### Cell placement, run 1

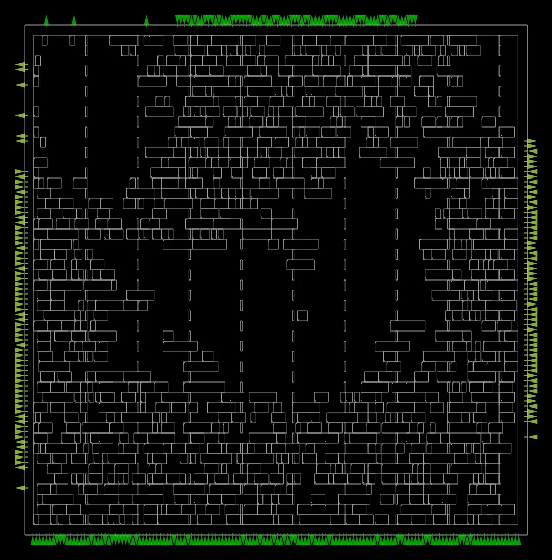
### Wire density map, run 1

27 x 27 tiles, from black (low) to pale yellow (high), scaled to the fullest tile. Values are wire area over tile area, all layers added.
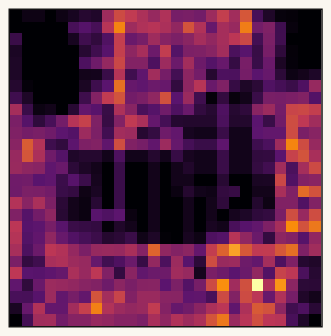
### Clock network drawn from the DEF, run 1

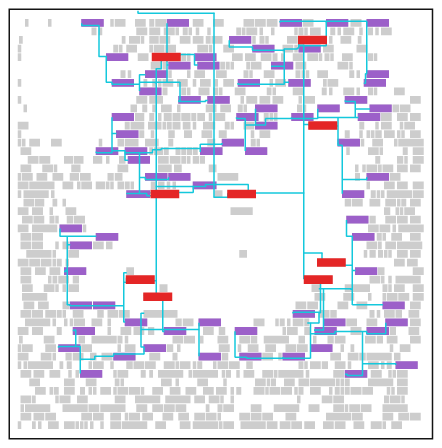
===== src/rtl/mmio_map_pkg.sv =====
`default_nettype none
// ============================================================================
// Module : mmio_map_pkg
// Brief  : Memory-map constants, slave indices and FSM state type for the
//          MMIO bus decoder.
// Rev    : 1.0 - initial release
// ============================================================================
package mmio_map_pkg;

    typedef enum logic [1:0] {
        ST_IDLE   = 2'd0,
        ST_ACCESS = 2'd1,
        ST_WAIT   = 2'd2,
        ST_RESP   = 2'd3
    } state_t;

    localparam int N_MAP     = 5;
    localparam int SLV_MEM   = 0;
    localparam int SLV_UART  = 1;
    localparam int SLV_GAUSS = 2;
    localparam int SLV_LEDS  = 3;
    localparam int SLV_SEG7  = 4;

    // Packed arrays: rightmost element is index 0.
    localparam logic [N_MAP-1:0][31:0] BASE = {
        32'h0000_2008, 32'h0000_2004, 32'h0000_2030, 32'h0000_2010, 32'h0000_1000
    };
    localparam logic [N_MAP-1:0][31:0] MASK = {
        32'h0000_F00F, 32'h0000_F00F, 32'h0000_F0F0, 32'h0000_F0F0, 32'h0000_F000
    };
    localparam logic [N_MAP-1:0][2:0] WAIT_ST = {
        3'd0, 3'd0, 3'd3, 3'd1, 3'd0
    };

endpackage
`default_nettype wire


===== src/rtl/mmio_addr_match.sv =====
`default_nettype none
// ============================================================================
// Module : mmio_addr_match
// Brief  : Combinational base/mask decode; lowest matching index wins.
// Rev    : 1.0 - initial release
// ============================================================================
module mmio_addr_match
    import mmio_map_pkg::*;
#(
    parameter int N_SLV  = 5,
    parameter int ADDR_W = 32,
    parameter int IDX_W  = 3
) (
    input  logic [ADDR_W-1:0] addr_i,
    output logic              hit_o,
    output logic [IDX_W-1:0]  idx_o
);

    // Scan from the top down so the lowest matching index is written last.
    always_comb begin
        hit_o = 1'b0;
        idx_o = '0;
        for (int k = N_SLV - 1; k >= 0; k--) begin
            if ((addr_i & MASK[k][ADDR_W-1:0]) == BASE[k][ADDR_W-1:0]) begin
                hit_o = 1'b1;
                idx_o = IDX_W'(k);
            end
        end
    end

endmodule
`default_nettype wire


===== src/rtl/mmio_bus_decoder.sv =====
`default_nettype none
// ============================================================================
// Module : mmio_bus_decoder
// Brief  : MMIO decoder with per-slave strobes, wait states and a sticky
//          unmapped-access capture enabled by DECODER_ERR_CAPTURE_EN.
// Rev    : 1.0 - initial release
// ============================================================================
module mmio_bus_decoder
    import mmio_map_pkg::*;
#(
    parameter int N_SLV  = 5,
    parameter int ADDR_W = 32,
    parameter int DATA_W = 32,
    parameter int WAIT_W = 3
) (
    input  logic                          clk,
    input  logic                          rst,
    input  logic [ADDR_W-1:0]             addr_i,
    input  logic [DATA_W-1:0]             wdata_i,
    input  logic                          we_i,
    input  logic                          re_i,
    output logic [DATA_W-1:0]             rdata_o,
    output logic                          ack_o,
    output logic                          stall_o,
    output logic [N_SLV-1:0]              we_o,
    output logic [N_SLV-1:0]              re_o,
    output logic [DATA_W-1:0]             wdata_o,
    input  logic [N_SLV-1:0][DATA_W-1:0]  rdata_s_i,
    output logic                          err_o,
    output logic [ADDR_W-1:0]             err_addr_o,
    input  logic                          err_clr_i
);

    localparam int IDX_W = (N_SLV > 1) ? $clog2(N_SLV) : 1;

    state_t              state_q, state_d;
    logic [WAIT_W-1:0]   cnt_q, cnt_d;
    logic                op_we_q;
    logic [IDX_W-1:0]    idx_q;
    logic [DATA_W-1:0]   wdata_q;
    logic [DATA_W-1:0]   rdata_q;

    logic                w_req;
    logic                w_hit;
    logic [IDX_W-1:0]    w_idx;
    logic                w_accept;
    logic [WAIT_W-1:0]   w_wait_st;
    logic [N_SLV-1:0]    w_onehot;

    mmio_addr_match #(
        .N_SLV  (N_SLV),
        .ADDR_W (ADDR_W),
        .IDX_W  (IDX_W)
    ) u_match (
        .addr_i (addr_i),
        .hit_o  (w_hit),
        .idx_o  (w_idx)
    );

    assign w_req     = we_i | re_i;
    assign w_accept  = (state_q == ST_IDLE) && w_req;
    assign w_wait_st = WAIT_W'(WAIT_ST[idx_q]);
    assign w_onehot  = N_SLV'(1) << idx_q;

    always_comb begin
        state_d = state_q;
        cnt_d   = cnt_q;
        case (state_q)
            ST_IDLE: begin
                if (w_req) state_d = w_hit ? ST_ACCESS : ST_RESP;
            end
            ST_ACCESS: begin
                if (w_wait_st != '0) begin
                    state_d = ST_WAIT;
                    cnt_d   = w_wait_st - WAIT_W'(1);
                end else begin
                    state_d = ST_RESP;
                end
            end
            ST_WAIT: begin
                if (cnt_q == '0) state_d = ST_RESP;
                else             cnt_d   = cnt_q - WAIT_W'(1);
            end
            default: state_d = ST_IDLE;
        endcase
    end

    always_ff @(posedge clk) begin
        if (rst) begin
            state_q <= ST_IDLE;
            cnt_q   <= '0;
            op_we_q <= 1'b0;
            idx_q   <= '0;
            wdata_q <= '0;
            rdata_q <= '0;
        end else begin
            state_q <= state_d;
            cnt_q   <= cnt_d;
            if (w_accept) begin
                op_we_q <= we_i;
                idx_q   <= w_idx;
                wdata_q <= wdata_i;
            end
            // Unmapped accesses reach RESP straight from IDLE and read as 0.
            if (state_d == ST_RESP && state_q != ST_RESP) begin
                rdata_q <= (state_q != ST_IDLE && !op_we_q) ? rdata_s_i[idx_q] : '0;
            end
        end
    end

    // Outputs are gated with rst so an aborted access never strobes a slave.
    assign we_o    = (!rst && state_q == ST_ACCESS &&  op_we_q) ? w_onehot : '0;
    assign re_o    = (!rst && state_q == ST_ACCESS && !op_we_q) ? w_onehot : '0;
    assign ack_o   = !rst && (state_q == ST_RESP);
    assign stall_o = !rst && (w_accept || state_q == ST_ACCESS || state_q == ST_WAIT);
    assign rdata_o = rdata_q;
    assign wdata_o = wdata_q;

`ifdef DECODER_ERR_CAPTURE_EN
    logic              err_q;
    logic [ADDR_W-1:0] err_addr_q;
    logic              w_miss;

    assign w_miss = w_accept && !w_hit;

    always_ff @(posedge clk) begin
        if (rst) begin
            err_q      <= 1'b0;
            err_addr_q <= '0;
        end else if (w_miss) begin
            err_q <= 1'b1;
            if (!err_q || err_clr_i) err_addr_q <= addr_i;
        end else if (err_clr_i) begin
            err_q <= 1'b0;
        end
    end

    assign err_o      = err_q;
    assign err_addr_o = err_addr_q;
`else
    logic w_unused_err_clr;
    assign w_unused_err_clr = err_clr_i;
    assign err_o            = 1'b0;
    assign err_addr_o       = '0;
`endif

endmodule
`default_nettype wire

===== config.mk =====
export PLATFORM = sky130hd
export DESIGN_NAME = mmio_bus_decoder
export DESIGN_NICKNAME = d
export VERILOG_FILES = /design/src/rtl/mmio_map_pkg.sv /design/src/rtl/mmio_addr_match.sv /design/src/rtl/mmio_bus_decoder.sv
export SDC_FILE = /design/constraint.sdc
export NUM_CORES = 1
export LEC_CHECK = 0
export CORE_AREA = 2 2 132 134
export CTS_CLUSTER_DIAMETER = 200
export DETAILED_ROUTE_END_ITERATION = 7
export DIE_AREA = 0 0 134 136
export PLACE_DENSITY = 0.67
export REMOVE_ABC_BUFFERS = 1
export SLEW_MARGIN = 25
export SYNTH_ARGS = -nofsm -noshare
export SYNTH_HDL_FRONTEND = slang
export SYNTH_SLANG_ARGS = --single-unit
export TNS_END_PERCENT = 1

===== constraint.sdc =====
create_clock -name clk -period 4.25 [get_ports clk]
set_clock_uncertainty 0.15 [all_clocks]
set_input_delay 0.85 -clock clk [delete_from_list [all_inputs] [get_ports clk]]
set_output_delay 0.85 -clock clk [all_outputs]
set_load 0.02 [all_outputs]

==> out/results.tsv, run 1 <==
stage	metric	value	unit
run_status	status	finished, final reports clean	
critical_path	cp.depth	6	
drt	top_layer_used	met4	
clock_tree	clk_path_buf_depth	2	
grt	grt_overflow	0	
timing	hold_viol_final	0	
final_layout	utilization	46.46	%
final_layout	sh_comb_area	34.65	%
logic_synthesis	yosysChipArea	4676	µm²
timing	rsz0062_at_grt	no	
pwr	comb_power	0.00173	W
place	gp_congestion	0.7662	
logic_synthesis	synth_adder_area_share	1.338	%
logic_synthesis	avgSynthCellArea	8.440	µm²
grt	grt_use_met3	3.505	%
pwr	p_int	0.002178	W
critical_path	crit_family	simple AND/OR/NAND/NOR gates	
place	placed_cells	1032	
drt	met1_length	6.592	mm
critical_path	crit_chain	inv_1, ha_1, or2b_1, or3_1, nor3_1, clkdlybuf4s50_1	
final_layout	drive_above_1_share	7.655	%
place	placed_area	7552	µm²
drt	met2_length	8.098	mm
logic_synthesis	yosys.area.top_type	dfxtp_1	
final_layout	finalNetCount	1052	
drt	first_pass_iters	4	
floorplanning	fp.dieH	136	µm
critical_path	cp-endpoint	re_o[0]	
clock_tree	path_clk_slew	0.06	ns
logic_synthesis	yosys_warnings	0	
critical_path	r2r_slack	1.83	ns
pwr	p_switching	0.001306	W
final_layout	fin_cells	1048	
timing	finalClockPeriodUsage	82.16	%
drt	drtAntennaViolNets	0	
critical_path	slowest_delay	0.63	ns
grt	grt_pass1_wl	24.39	mm
logic_synthesis	ys_types	38	
pwr	power	0.003484	W
critical_path	critPathMaxFanout	5	
critical_path	cp_data_arrival_time	2.49	ns
critical_path	worst_setup_path_start_kind	flip-flop	
critical_path	r2r_cells	7	
## Picture notes: 'Cell placement'
Filler cells: 1,643
Core Rows: 48
core area: 16,880 µm²

## Picture notes: 'Wire density map'
nearly empty tiles: 12%
emptiest ninth of the die: north-west
mean over tiles: 0.14
fullest tile: 0.55

## Picture notes: 'Clock network drawn from the DEF'
[cyan] clock wires | length: 1,150 µm
[purple] flip-flops | count: 75
[red] clock drivers | count: 9
flops lie: all over the die
clock power share: 21.7%
power in the clock group: 0.000757 W
Clock Latency Late Sink: 0.34 ns

### Selected gate families, run 1

Bar = 50 µm.
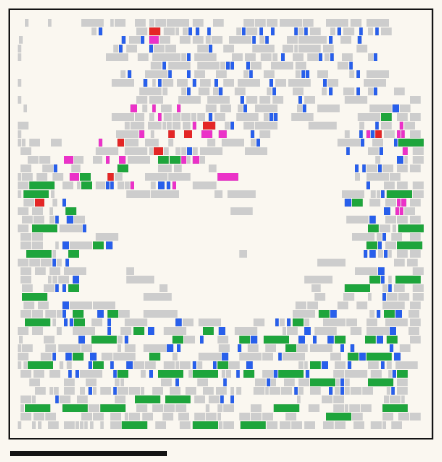

==> run 2, diff against run 1 <==
--- a/config.mk
+++ b/config.mk
@@ -9,7 +9,7 @@
 export CTS_CLUSTER_DIAMETER = 200
 export DETAILED_ROUTE_END_ITERATION = 7
 export DIE_AREA = 0 0 134 136
-export PLACE_DENSITY = 0.67
+export PLACE_DENSITY = 0.7
 export REMOVE_ABC_BUFFERS = 1
 export SLEW_MARGIN = 25
 export SYNTH_ARGS = -nofsm -noshare
==> constraint.sdc (replaced) <==
create_clock -name clk -period 3.2 [get_ports clk]
set_clock_uncertainty 0.15 [all_clocks]
set_input_delay 0.64 -clock clk [delete_from_list [all_inputs] [get_ports clk]]
set_output_delay 0.64 -clock clk [all_outputs]
set_load 0.02 [all_outputs]
### Selected gate families, run 2

Bar = 50 µm.
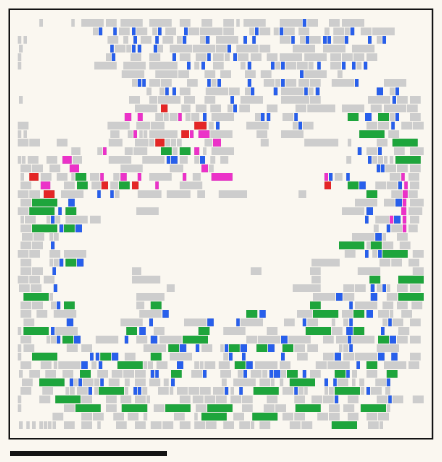
[red] and/or cells | cells: 9
[magenta] nor cells | cells: 28
[blue] nand cells | cells: 171 | where: all over the die
[green] mux cells | cells: 69
Comb area share: 34.48%
Finished Layout Cells: 1,050
highest-count logic cell in the final layout: clkdlybuf4s50_1

### Clock network drawn from the DEF, run 2

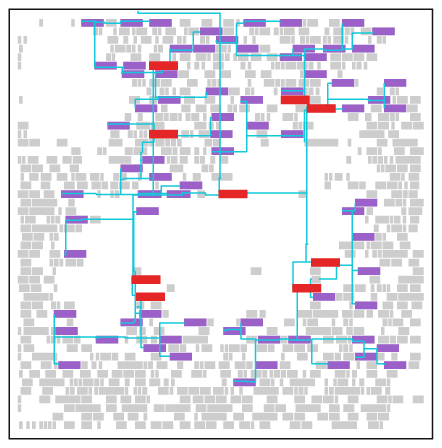
[red] clock drivers | count: 9
[cyan] clock wires | length: 1,120 µm
[purple] flip-flops | count: 75
routed clock nets: 10
clock power share: 22.1%
Clock Latency Late Sink: 0.33 ns
power in the clock group: 0.00104 W

==> run 2 against run 1 <==
Sequential share of layout area shrank 0.094 points; non-clock buffer count up 3; sequential cell count stayed put; worst hold slack improved by 0.00057 ns; synthesized cell count unchanged; register-to-register slack got worse by 0.97 ns; combinational power rose by 34%; critical path depth is 1 lower; sequential power up 33%; largest cell class unchanged; largest power group unchanged; highest routed layer unchanged.
==> out/results.tsv, run 2 <==
stage	metric	value	unit
pwr	p_switching	0.001757	W
floorplanning	num_rows	48	
logic_synthesis	synth_adder_area_share	1.338	%
floorplanning	core-area	16880	µm²
logic_synthesis	yosys_warnings	0	
place	placed_cells	1035	
final_layout	nFillCells	1617	
critical_path	crit_chain	ha_1, or2b_1, or3_1, nor3_1, dlygate4sd2_1	
pwr	power	0.004683	W
critical_path	r2r_cells	6	
run_status	status	finished, final reports clean	
drt	met2_length	7.886	mm
drt	met1_length	6.724	mm
pwr	p_int	0.002926	W
timing	rsz0062_at_grt	no	
critical_path	r2r_slack	0.86	ns
critical_path	cp.depth	5	
final_layout	drive_above_1_share	8.242	%
clock_tree	path_clk_slew	0.06	ns
critical_path	cp_data_arrival_time	2.18	ns
place	gp_congestion	0.8158	
final_layout	utilization	46.69	%
critical_path	slowest_delay	0.41	ns
### Wire density map, run 2

27 x 27 tiles, from black (low) to pale yellow (high), scaled to the fullest tile. Values are wire area over tile area, all layers added.
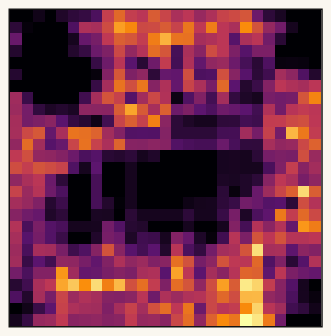
emptiest ninth of the die: centre
nearly empty tiles: 15%
tiles over half the peak: 21%
via count: 4,698
WL final: 15.91 mm
WL per Instance: 15.15 µm

No activity file was given, so power comes from the tool's default toggle rates.
